## config.mk

```make
export PLATFORM = sky130hd
export DESIGN_NAME = bram_read_arbiter
export DESIGN_NICKNAME = d
export VERILOG_FILES = /design/src/rtl/bram_arb_pkg.sv /design/src/rtl/rr_pick.sv /design/src/rtl/bram_read_arbiter.sv
export SDC_FILE = /design/constraint.sdc
export NUM_CORES = 1
export LEC_CHECK = 0
export CAP_MARGIN = 20
export CORE_UTILIZATION = 33
export CTS_BUF_LIST = sky130_fd_sc_hd__clkbuf_8
export DETAILED_ROUTE_END_ITERATION = 10
export GPL_TIMING_DRIVEN = 0
export PLACE_DENSITY = 0.79
export SLEW_MARGIN = 10
export SYNTH_ARGS = -nofsm -noshare
export SYNTH_HDL_FRONTEND = slang
export SYNTH_SLANG_ARGS = --single-unit
```

## constraint.sdc

```tcl
create_clock -name clk -period 3.4 [get_ports clk]
set_input_delay 0.34 -clock clk [delete_from_list [all_inputs] [get_ports clk]]
set_output_delay 0.34 -clock clk [all_outputs]
set_load 0.02 [all_outputs]
```

## src/rtl/bram_arb_pkg.sv

```systemverilog
// Shared types and defaults for the CSR-graph BRAM read-port arbiter.
package bram_arb_pkg;

  localparam int ADDR_W_DEF = 20;
  localparam int DATA_W_DEF = 32;
  localparam int TAG_ID_W   = 8;

  typedef enum logic [1:0] {
    RUN,
    DRAIN,
    DONE
  } arb_state_t;

  typedef struct packed {
    logic                valid;
    logic [TAG_ID_W-1:0] id;
  } tag_t;

endpackage

```

## src/rtl/rr_pick.sv

```systemverilog
// Combinational round-robin picker: first set request at or after ptr, wrapping.
module rr_pick #(
  parameter int N     = 4,
  parameter int IDX_W = $clog2(N)
) (
  input  logic [N-1:0]     req,
  input  logic [IDX_W-1:0] ptr,
  output logic [N-1:0]     onehot,
  output logic [IDX_W-1:0] index,
  output logic             any
);

  always_comb begin
    int               j;
    logic [IDX_W-1:0] j_idx;
    // NOTE: every output gets a default before the loop so no path leaves one unassigned (no latch).
    onehot = '0;
    index  = '0;
    any    = 1'b0;
    for (int k = 0; k < N; k++) begin
      j = int'(ptr) + k;
      if (j >= N) j = j - N;
      j_idx = IDX_W'(j);
      if (!any && req[j_idx]) begin
        any           = 1'b1;
        onehot[j_idx] = 1'b1;
        index         = j_idx;
      end
    end
  end

endmodule

```

## src/rtl/bram_read_arbiter.sv

```systemverilog
// Round-robin sharing of one BRAM read port with tagged, fixed-latency returns and a flush/drain handshake.
// Optional per-requester statistics are built when BRAM_ARB_STATS_EN is defined.
module bram_read_arbiter
  import bram_arb_pkg::*;
#(
  parameter int NUM_REQ = 4,
  parameter int ADDR_W  = ADDR_W_DEF,
  parameter int DATA_W  = DATA_W_DEF,
  parameter int RD_LAT  = 1
`ifdef BRAM_ARB_STATS_EN
  , parameter int CNT_W = 32
`endif
) (
  input  logic                      clk,
  input  logic                      reset,
  input  logic [NUM_REQ-1:0]        req,
  input  logic [NUM_REQ*ADDR_W-1:0] addr,
  output logic [NUM_REQ-1:0]        gnt,
  output logic [NUM_REQ-1:0]        rsp_valid,
  output logic [DATA_W-1:0]         rsp_data,
  output logic [ADDR_W-1:0]         bram_addr,
  input  logic [DATA_W-1:0]         bram_dout,
  input  logic                      flush_req,
  output logic                      flush_done
`ifdef BRAM_ARB_STATS_EN
  ,
  input  logic                      stats_clr,
  output logic [NUM_REQ*CNT_W-1:0]  gnt_cnt,
  output logic [CNT_W-1:0]          conf_cnt
`endif
);

  localparam int IDX_W = $clog2(NUM_REQ);
  localparam int INF_W = $clog2(RD_LAT + 2);

  arb_state_t         state;
  logic [IDX_W-1:0]   rr_ptr;
  logic [INF_W-1:0]   inflight;
  tag_t               tag_pipe [RD_LAT+1];
  tag_t               new_tag;
  logic [ADDR_W-1:0]  addr_arr [NUM_REQ];
  logic [NUM_REQ-1:0] pick_oh;
  logic [IDX_W-1:0]   pick_idx;
  logic               pick_any;
  logic               grant_en;
  logic               grant_any;
  logic               rsp_any;

  for (genvar g = 0; g < NUM_REQ; g++) begin : g_addr
    assign addr_arr[g] = addr[g*ADDR_W +: ADDR_W];
  end

  rr_pick #(.N(NUM_REQ), .IDX_W(IDX_W)) u_pick (
    .req    (req),
    .ptr    (rr_ptr),
    .onehot (pick_oh),
    .index  (pick_idx),
    .any    (pick_any)
  );

  // A rising flush_req blocks grants in the very cycle it is seen, before the FSM leaves RUN.
  assign grant_en  = (state == RUN) && !flush_req;
  assign grant_any = grant_en && pick_any;
  assign gnt       = grant_en ? pick_oh : '0;

  assign new_tag.valid = grant_any;
  assign new_tag.id    = TAG_ID_W'(pick_idx);

  assign rsp_any  = tag_pipe[RD_LAT].valid;
  assign rsp_data = bram_dout;

  always_comb begin
    rsp_valid = '0;
    for (int i = 0; i < NUM_REQ; i++) begin
      if (rsp_any && (tag_pipe[RD_LAT].id == TAG_ID_W'(i))) rsp_valid[i] = 1'b1;
    end
  end

  // Datapath: address register, round-robin pointer, tag pipeline and in-flight count.
  always_ff @(posedge clk or negedge reset) begin
    if (!reset) begin
      bram_addr <= '0;
      rr_ptr    <= '0;
      inflight  <= '0;
      // NOTE: the tag pipeline is a handful of flops, not a RAM, so it is reset to drop pre-reset reads.
      for (int s = 0; s <= RD_LAT; s++) tag_pipe[s] <= '0;
    end else begin
      // NOTE: non-blocking assignments make every stage sample the previous stage's old value.
      tag_pipe[0] <= new_tag;
      for (int s = 1; s <= RD_LAT; s++) tag_pipe[s] <= tag_pipe[s-1];
      if (grant_any) begin
        bram_addr <= addr_arr[pick_idx];
        rr_ptr    <= (int'(pick_idx) == NUM_REQ - 1) ? '0 : pick_idx + IDX_W'(1);
      end
      unique case ({grant_any, rsp_any})
        2'b10:   inflight <= inflight + INF_W'(1);
        2'b01:   inflight <= inflight - INF_W'(1);
        default: ;
      endcase
    end
  end

  always_ff @(posedge clk or negedge reset) begin
    if (!reset) begin
      state      <= RUN;
      flush_done <= 1'b0;
    end else begin
      unique case (state)
        RUN: if (flush_req) state <= DRAIN;
        DRAIN: begin
          if (inflight == '0 && !grant_any) begin
            state      <= DONE;
            flush_done <= 1'b1;
          end
        end
        DONE: begin
          if (!flush_req) begin
            state      <= RUN;
            flush_done <= 1'b0;
          end
        end
        default: begin
          state      <= RUN;
          flush_done <= 1'b0;
        end
      endcase
    end
  end

`ifdef BRAM_ARB_STATS_EN
  logic [CNT_W-1:0] gnt_cnt_q [NUM_REQ];
  logic             multi_req;

  assign multi_req = |(req & (req - NUM_REQ'(1)));

  for (genvar g = 0; g < NUM_REQ; g++) begin : g_cnt
    assign gnt_cnt[g*CNT_W +: CNT_W] = gnt_cnt_q[g];
  end

  // Saturating counters; a clear in the same cycle as an increment wins.
  always_ff @(posedge clk or negedge reset) begin
    if (!reset) begin
      conf_cnt <= '0;
      for (int i = 0; i < NUM_REQ; i++) gnt_cnt_q[i] <= '0;
    end else if (stats_clr) begin
      conf_cnt <= '0;
      for (int i = 0; i < NUM_REQ; i++) gnt_cnt_q[i] <= '0;
    end else begin
      for (int i = 0; i < NUM_REQ; i++) begin
        if (gnt[i] && gnt_cnt_q[i] != '1) gnt_cnt_q[i] <= gnt_cnt_q[i] + CNT_W'(1);
      end
      if (state == RUN && multi_req && conf_cnt != '1) conf_cnt <= conf_cnt + CNT_W'(1);
    end
  end
`endif

endmodule
```

**Power grid**

Drawn at 4 px/µm. Pins as bars on the die edge. Tap cells in grey.
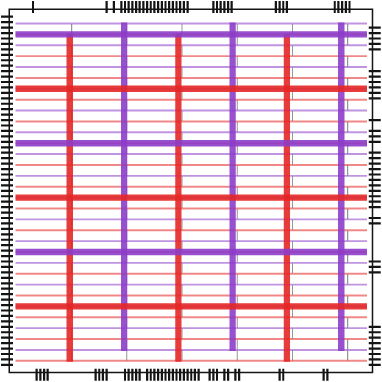
VSS: drawn in red. VDD: drawn in purple.
99 tap cells. 180 signal pins sit on the boundary. 6 straps on met4.

**Placed cells, one colour a class**

Drawn at 4 px/µm. Fill, decap, tap and diode cells in grey.
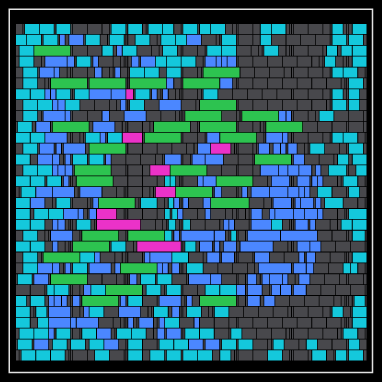
clock drivers and dummy loads: drawn in magenta, cells 8, share of their area 3.2%. flops: drawn in green, cells 33, share of their area 20%. other buffers and delay cells: drawn in cyan, cells 193, share of their area 43%. combinational and other logic: drawn in blue, cells 185, share of their area 34%.
Rows: 31
final non-filler cell area: 4300 µm²

==> reports/qor.csv <==
metric;value;unit
outcome;completed;
antenna-violating nets left;0;
Top cell excl fill/tap;clkdlybuf4s50_1;
Signal buf overhead;0.417;
CP delay by family, top;buffers and inverters;
fin nets;545;
CTS sink cnt;33;
antenna violations before repair;0;
Layout Cells excl Fill;518;
Slew Limit Fails;0;
IO Count;180;
dpl cell area;4140;µm²
synthesized instance count;268;
Primary FF master, synth;dfrtp_1;
AND-OR/OR-AND share of the synthesized area;0.222;
Critical R2R Launch;rr_ptr[0];
met3 wire len;607;µm
GRT Resource Usage Total;0.201;
Leading cell kind;non-clock buffers;
Hold WC Path Type;input pin to asynchronous set/reset pin;
Non-clk invs;5;
routing usage on met3;0.0581;
DIE AREA;8180;µm²
GPL Wtd Cong;0.772;
Post-Syn Nets;395;
Num CTS Buffers;5;
Clock-cell share;0.0311;
Worst Setup Start Kind;flop;
combinational fraction of the cell area;0.327;
Fmax;316;MHz
number of failing hold endpoints at the final stage;0;
CTS max path bufs;2;
via count;2586;
CP startpoint;rr_ptr[0];
measured slew at the worst slew-check pin;0.730;ns
area reported by Yosys stat;2580;µm²
R2R Path End;bram_addr[16];
Post-synth seq share;0.320;
Routed WL;7940;µm
pre-CTS setup slack;-0.273;ns
Internal;2010;µW
MUX share of area;0.121;
Syn Area/Cell;9.63;µm²
Cell Chain, Critical Path;buf_4, inv_1, ha_4, mux4_2, nor2b_4, a22oi_1, nor2_1, a221oi_1, nor2_1, dlygate4sd2_1;
crit path max-delay cell type;dfrtp_2;
Worst Setup End Kind;output pin;
routed len/inst;15.3;µm
share of the synthesized area in the top cell type;0.320;
sequential portion of the cell area;0.192;
# port buffers;144;
Critical Path RT;3.06;ns
met2 WL;4090;µm
antenna cells;0;
Worst R2R Setup Slack;0.31;ns
crit path capture;gnt[1];
Top logic family;AND-OR/OR-AND gates;
clock-pin slew on the worst setup and hold paths;0.07;ns
CTS tree;done;
EDFF count, synth;0;
final core occ;0.580;
Latency at later pin;0.28;ns
met1 layer usage reported by global route;0.225;
largest net degree at the start of global routing;34;
power per cell area;835;nW/µm²
Final Worst Setup Slack;0.239;ns
first-pass GRT wire length;13200;µm
Adders+Majority by Area;0.0388;
Crit Path Category;flop to output pin;
Mapped Area;2580;µm²
top-count cell post-synth;nor2_1;
DRC violations left;0;
Pleak;0.00189;µW
Synth area leaders;dfrtp_1 32%, a221oi_2 11%, buf_4 9.6%;
layout buffer count excluding clock buffers;193;
final setup fails;0;
critical path buffer and inverter count;3;
H-tree levels;2;
Reg area;827;µm²
Flops after synth;33;
# Max-Cap Violations;0;
Reg2Reg Depth;10;
Via density;4.99;
n_taps;99;
and+or+nand+nor area frac;0.142;
drt first pass iters;4;
layout filler cell count;646;
CP Max Fanout;10;
Psw;1580;µW
layout cell share with drive strength beyond 1;0.203;
Core Util at FP;0.348;
final setup TNS;0;ns
Die W;90.4;µm
drt first-iter violations;67;
comb_multi_in;180;
share of total power in combinational logic;0.674;
sequential share of power;0.203;
clock power share;0.123;
Worst slew margin;0.514;
DRT met1 WL;3130;µm
switching part of the total;0.439;
vias in the first global route;2841;
Gate Area;1400;µm²
largest stage delay on the critical path;0.44;ns
grt met2 use;0.368;
area growth from synthesis to layout;66.6;%
yosys cell count;268;
routing layer with the top usage in global route;met2;
critical path arrival;2.82;ns
RSZ-0062 raised after global routing;no;
top post-synthesis cells by count;35 x nor2_1, 33 x buf_4, 33 x dfrtp_1, 25 x nand2_1;
most frequent CP cell;nor2_1;
WP depth;10;
cell type with the largest total area;dfrtp_1;
clock buffer count;5;
Tool Warnings;33;
WHS;0.113;ns
fin crit period;3.16;ns
core area;7410;µm²
xor/xnor share;0.0136;
most instantiated logic cells after routing;139 x clkdlybuf4s50_1, 35 x nor2_1, 34 x buf_4, 32 x dfrtp_1, 25 x nand2_1;
cycle use final;0.930;
Final Total Pwr;3590;µW
detailed placement HPWL;6280;µm
peak supply drop;441;µV
asr flop ratio synth;1.00;
post-CTS setup buffers;0;
Distinct lib cells used;42;
root buf cell;clkbuf_8;
YS warnings;0;
Die Y;90.4;µm
final global-route overflow total;0;
flip-flop and latch count;33;
top layer reached by signal wires;met4;
skew final;0.00464;ns
dpl cells;511;
post-cts hold-fix buffer tally;0;
**Clock wires, drivers and flops**

Drawn at 4 px/µm.
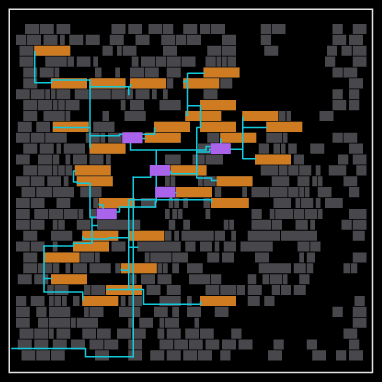
clock wires: drawn in cyan, length 475 µm. flip-flops: drawn in orange, count 33. clock drivers: drawn in purple, count 5.
There are 6 routed clock nets.

power groups by stage:
stage / sequential, µW / combinational, µW / clock, µW
floorplan: 858 / 1480 / 0
global placement: 728 / 2320 / 0
finish: 730 / 2420 / 440
detailed placement: 732 / 2410 / 0
global route: 757 / 2610 / 465
CTS: 731 / 2440 / 448
state kept, by name, summed over array words and instances (netlist names):
| register | cells |
|---|---|
| bram_addr | 20 |
| rsp_any | 1 |
| rr_ptr | 2 |
| tag_pipe | 5 |
| state | 2 |
| flush_done | 1 |
| inflight | 2 |
repair_timing:
action / in CTS / in global routing
setup endpoints to repair: 20 / 4
cloned: 0 / 0
gates resized: 6 / 5
pin swaps: 0 / 0
Power and IR drop assume default switching activity.
